===== src/rtl/seq_mult_pkg.sv =====
// Shared definitions for the seq_mult shift-add multiplier: FSM encoding and default widths.
package seq_mult_pkg;

    typedef enum logic [1:0] {
        ST_IDLE = 2'b00,
        ST_BUSY = 2'b01,
        ST_DONE = 2'b10
    } state_t;

    localparam int DEF_WIDTH = 16;
    localparam int PW        = 2 * DEF_WIDTH;

endpackage


===== src/rtl/seq_mult_cla.sv =====
// N-bit adder: 1-bit carry-lookahead cells whose group carries ripple through the p/g terms.
module cla_adder_nbit #(
    parameter int N = 32
) (
    input  logic [N-1:0] A,
    input  logic [N-1:0] B,
    input  logic         Cin,
    output logic [N-1:0] Sum,
    output logic         Cout
);

    logic [N-1:0] p_s;
    logic [N-1:0] g_s;
    logic [N:0]   c_s;

    assign c_s[0] = Cin;

    for (genvar i = 0; i < N; i++) begin : g_cell
        assign p_s[i]   = A[i] ^ B[i];
        assign g_s[i]   = A[i] & B[i];
        assign c_s[i+1] = g_s[i] | (p_s[i] & c_s[i]);
        assign Sum[i]   = p_s[i] ^ c_s[i];
    end

    assign Cout = c_s[N];

endmodule


===== src/rtl/seq_mult.sv =====
// Sequential unsigned shift-add multiplier with start/busy/done handshake.
// Optional macro SEQ_MULT_EARLY_TERM_EN: finish as soon as the remaining multiplier bits are zero.
module seq_mult
    import seq_mult_pkg::*;
#(
    parameter int WIDTH = DEF_WIDTH,
    parameter int CNT_W = 5
) (
    input  logic               clk,
    input  logic               rst_n,
    input  logic               start,
    input  logic [WIDTH-1:0]   op_a,
    input  logic [WIDTH-1:0]   op_b,
    output logic               busy,
    output logic               done,
    output logic [2*WIDTH-1:0] product,
    output logic               hi_nz
);

    localparam int PROD_W = 2 * WIDTH;

    state_t              state_q,   state_d;
    logic [PROD_W-1:0]   acc_q,     acc_d;
    logic [PROD_W-1:0]   mcand_q,   mcand_d;
    logic [WIDTH-1:0]    mplier_q,  mplier_d;
    logic [CNT_W-1:0]    cnt_q,     cnt_d;
    logic                busy_q,    busy_d;
    logic                done_q,    done_d;
    logic [PROD_W-1:0]   product_q, product_d;
    logic                hi_nz_q,   hi_nz_d;

    logic [PROD_W-1:0]   sum_s;
    logic                add_cout_s;
    logic                last_iter_s;

    // Carry-out is never set for an unsigned WIDTH x WIDTH product and is dropped.
    cla_adder_nbit #(.N(PROD_W)) u_add (
        .A    (acc_q),
        .B    (mcand_q),
        .Cin  (1'b0),
        .Sum  (sum_s),
        .Cout (add_cout_s)
    );

`ifdef SEQ_MULT_EARLY_TERM_EN
    assign last_iter_s = (mplier_q[WIDTH-1:1] == '0);
`else
    assign last_iter_s = (cnt_q == CNT_W'(WIDTH - 1));
`endif

    // Next-state and datapath computation.
    always_comb begin
        state_d   = state_q;
        acc_d     = acc_q;
        mcand_d   = mcand_q;
        mplier_d  = mplier_q;
        cnt_d     = cnt_q;
        product_d = product_q;
        hi_nz_d   = hi_nz_q;
        case (state_q)
            ST_IDLE, ST_DONE: begin
                if (start) begin
                    acc_d    = '0;
                    mcand_d  = {{WIDTH{1'b0}}, op_a};
                    mplier_d = op_b;
                    cnt_d    = '0;
`ifdef SEQ_MULT_EARLY_TERM_EN
                    if (op_b == '0) begin
                        state_d   = ST_DONE;
                        product_d = '0;
                        hi_nz_d   = 1'b0;
                    end else begin
                        state_d = ST_BUSY;
                    end
`else
                    state_d = ST_BUSY;
`endif
                end else begin
                    state_d = ST_IDLE;
                end
            end
            ST_BUSY: begin
                if (mplier_q[0]) begin
                    acc_d = sum_s;
                end else begin
                    acc_d = acc_q;
                end
                mcand_d  = {mcand_q[PROD_W-2:0], 1'b0};
                mplier_d = {1'b0, mplier_q[WIDTH-1:1]};
                cnt_d    = cnt_q + CNT_W'(1);
                // Product is captured on the way into DONE so it is valid alongside done.
                if (last_iter_s) begin
                    state_d   = ST_DONE;
                    product_d = acc_d;
                    hi_nz_d   = |acc_d[PROD_W-1:WIDTH];
                end else begin
                    state_d = ST_BUSY;
                end
            end
            default: begin
                state_d = ST_IDLE;
            end
        endcase
        busy_d = (state_d == ST_BUSY);
        done_d = (state_d == ST_DONE);
    end

    // State, datapath and registered handshake outputs.
    always_ff @(posedge clk or negedge rst_n) begin
        if (!rst_n) begin
            state_q   <= ST_IDLE;
            acc_q     <= '0;
            mcand_q   <= '0;
            mplier_q  <= '0;
            cnt_q     <= '0;
            busy_q    <= 1'b0;
            done_q    <= 1'b0;
            product_q <= '0;
            hi_nz_q   <= 1'b0;
        end else begin
            state_q   <= state_d;
            acc_q     <= acc_d;
            mcand_q   <= mcand_d;
            mplier_q  <= mplier_d;
            cnt_q     <= cnt_d;
            busy_q    <= busy_d;
            done_q    <= done_d;
            product_q <= product_d;
            hi_nz_q   <= hi_nz_d;
        end
    end

    assign busy    = busy_q;
    assign done    = done_q;
    assign product = product_q;
    assign hi_nz   = hi_nz_q;

endmodule


===== config.mk =====
export PLATFORM = sky130hd
export DESIGN_NAME = seq_mult
export DESIGN_NICKNAME = d
export VERILOG_FILES = /design/src/rtl/seq_mult_pkg.sv /design/src/rtl/seq_mult_cla.sv /design/src/rtl/seq_mult.sv
export SDC_FILE = /design/constraint.sdc
export NUM_CORES = 1
export LEC_CHECK = 0
export CAP_MARGIN = 20
export CORE_MARGIN = 3
export CORE_UTILIZATION = 51
export CTS_BUF_LIST = sky130_fd_sc_hd__clkbuf_16
export CTS_CLUSTER_DIAMETER = 60
export DETAILED_ROUTE_END_ITERATION = 16
export GPL_TIMING_DRIVEN = 1
export PLACE_DENSITY = 0.85
export SLEW_MARGIN = 20
export SYNTH_ARGS = -nofsm -noshare
export SYNTH_HDL_FRONTEND = slang
export SYNTH_SLANG_ARGS = --single-unit

===== constraint.sdc =====
create_clock -name clk -period 12.5 [get_ports clk]
set_input_delay 2.5 -clock clk [delete_from_list [all_inputs] [get_ports clk]]
set_output_delay 2.5 -clock clk [all_outputs]
set_load 0.05 [all_outputs]

Layout detail:
Scale bar: 5 um. Region (75, 75) to (95, 95) um. Cells in grey, sequential cells in the stronger grey; small squares are vias.
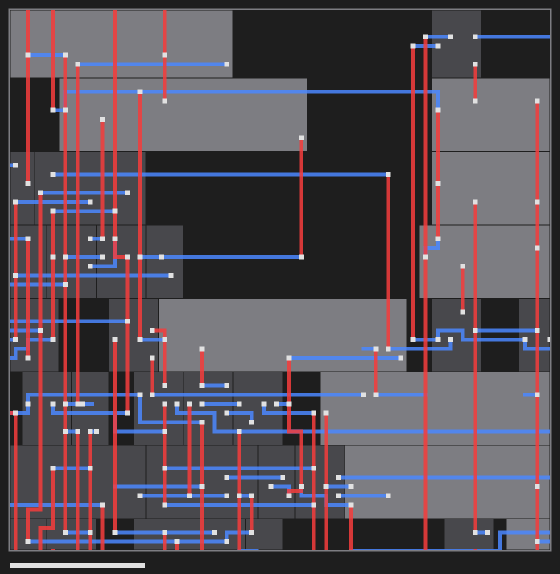
[red] met2
[blue] met1
sequential cells in the window: 6
most frequent: o21ai_1 (6), dfrtp_1 (6), nand3_1 (4)
netlist names of flops here include: acc_q (4), product (2)
cells with their middle in the window: 23

Met1 routing:
Scale bar: 20 um.
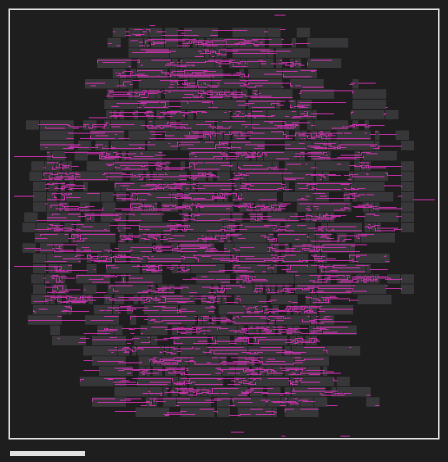
wire length on this layer: 5440 um
nets with wire on the layer: 630
main direction: horizontal
share of all routed wire: 39%
grt met1 use: 0.278
Via Count: 4449
detailed-route wire length: 13800 um

Signal metal coverage by tile:
23 x 23 tiles, from white (low) to dark blue (high), scaled to the fullest tile. Values are wire area over tile area, all layers added.
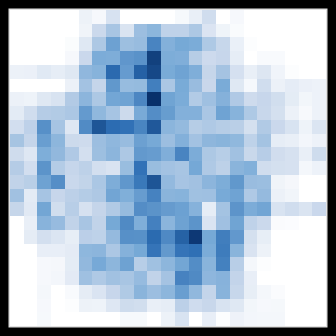
densest ninth of the die: centre
fullest tile: 0.67
nearly empty tiles: 21%
mean over tiles: 0.18
tiles over half the peak: 16%
emptiest ninth of the die: north-east
total routing resource utilization after global routing: 0.231
routed len/inst: 17.6 um

Track usage over the die:
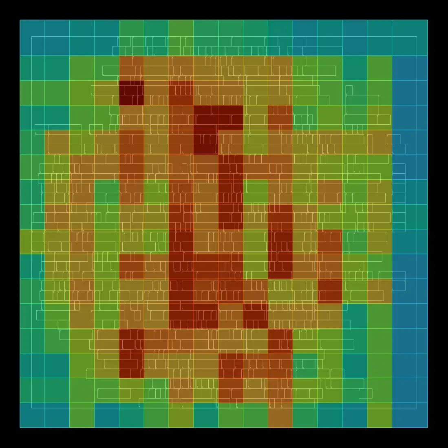
met2 GRT Util: 0.380
gr busiest metal: met2
met3 Track Usage GR: 0.0716
share of the core filled with cells: 0.656

Signal wires by layer:
Scale bar: 20 um. Only two layers are drawn.
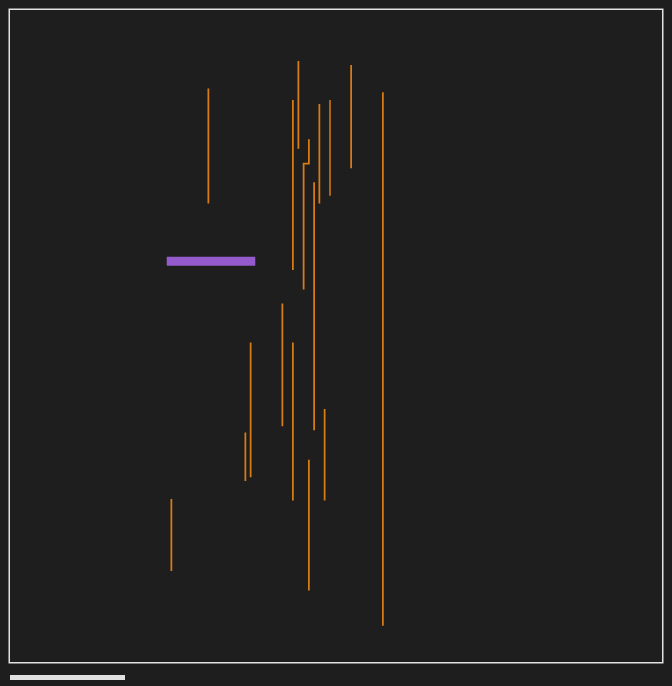
[orange] met4 | wire length: 407 um
[purple] met5 | wire length: 13.8 um

==> summary.json <==
{
  "run_status": {
    "run_status": "finished, final reports clean"
  },
  "clock_tree": {
    "clk_pin_slew_ps": 50,
    "clk_latency_ps": 410,
    "count_of_hold_buffers_inserted_by_post_cts_repair": 0
  },
  "floorplanning": {
    "num_rows": 38
  },
  "logic_synthesis": {
    "synthTopCellsByArea": "dfrtp_1 (52%), fa_1 (10%), nand2_1 (5.9%)",
    "yosys-stat-area_um2": 5880,
    "synth-warning-count": 0,
    "syn_area_per_cell_um2": 10.3,
    "register_share_after_synthesis": 0.519,
    "post_synth_most_frequent_cells": "dfrtp_1 (122), nand2_1 (93), inv_1 (62)",
    "ys.flops": 122,
    "most_common_cell": "dfrtp_1"
  },
  "final_layout": {
    "finalInstanceArea_um2": 7260,
    "diodes": 0,
    "combinational_gates": 350,
    "final.fill_count": 810,
    "multi_input_comb_area_um2": 2470,
    "layout-drive-gt1-share": 0.118,
    "design.seq.count": 122,
    "combAreaFraction": 0.340,
    "final-clk-cell-share": 0.0780
  },
  "placement": {
    "dp_hpwl_um": 8450
  },
  "timing": {
    "final.period_utilization": 0.976,
    "final-max-slew-violation-count": 0,
    "time_the_final_worst_path_needs_with_i_o_delays_and_setup_ps": 12200,
    "worst_hold_slack_ps": 473,
    "final.setup.worst_slack_ps": 302
  },
  "drt": {
    "drt_drc_violations_left": 0,
    "final_antenna_net_count": 0,
    "drt-vias-per-instance": 5.68
  },
  "setup_path": {
    "startpoint": "acc_q[0]",
    "critical-path-top-delay-family": "adder cells",
    "regToRegSetupSlack_ps": 300
  },
  "power": {
    "top_power_group": "combinational logic",
    "power_frac_seq": 0.302,
    "totalPowerFinal_mw": 2.30,
    "combinationalPowerShare": 0.494
  },
  "job": {
    "max_cap_viol_count": 0
  }
}
[how the worst min path moves through the flow]
stage | end | start | cells after the start
2_1_floorplan | cnt_q[3] | cnt_q[3] | 1
3_3_place_gp | cnt_q[3] | cnt_q[3] | 1
3_5_place_dp | mplier_q[1] | mplier_q[1] | 2
4_1_cts | mplier_q[1] | mplier_q[1] | 2
5_1_grt | cnt_q[3] | cnt_q[3] | 1
6_report | mplier_q[1] | mplier_q[1] | 2
[per-layer routing]
metal,GRT usage,routed length (um),up-vias
li1,-,-,2037
met1,0.278,5440,2211
met2,0.380,7080,158
met3,0.0716,867,41
met4,0.111,406,2
met5,0,13,-
[kinds of logic after synthesis]
family,after synthesis,synth area share
AND-OR/OR-AND,131,0.136
XOR/XNOR,2,0.00298
adder cells (fa/ha/maj),33,0.108
buffers and inverters,100,0.0710
flip-flops,122,0.519
multiplexers,23,0.0432
AND/OR/NAND/NOR,161,0.120
[cells in the final DEF, fill, tap and decap left out, types with 2 or more instances in the layout]
| cell | n |
|---|---|
| clkdlybuf4s50_1 | 68 |
| nand2b_1 | 2 |
| xor2_1 | 2 |
| mux2i_1 | 4 |
| nor3_1 | 16 |
| bufinv_16 | 3 |
| or4_1 | 3 |
| o21ai_1 | 32 |
| nand3_1 | 35 |
| o21ai_0 | 57 |
| a22o_1 | 6 |
| a22oi_1 | 15 |
| nand2_1 | 92 |
| o22ai_1 | 2 |
| clkbuf_16 | 17 |
| a221o_1 | 15 |
| fa_2 | 17 |
| a31oi_1 | 2 |
| clkinv_2 | 5 |
| nor2_1 | 5 |
| inv_1 | 66 |
| mux2_2 | 19 |
| dfrtp_1 | 122 |
| nand4_1 | 2 |
| buf_4 | 9 |
| fa_1 | 13 |
| ha_1 | 3 |
Power and IR drop assume default switching activity.
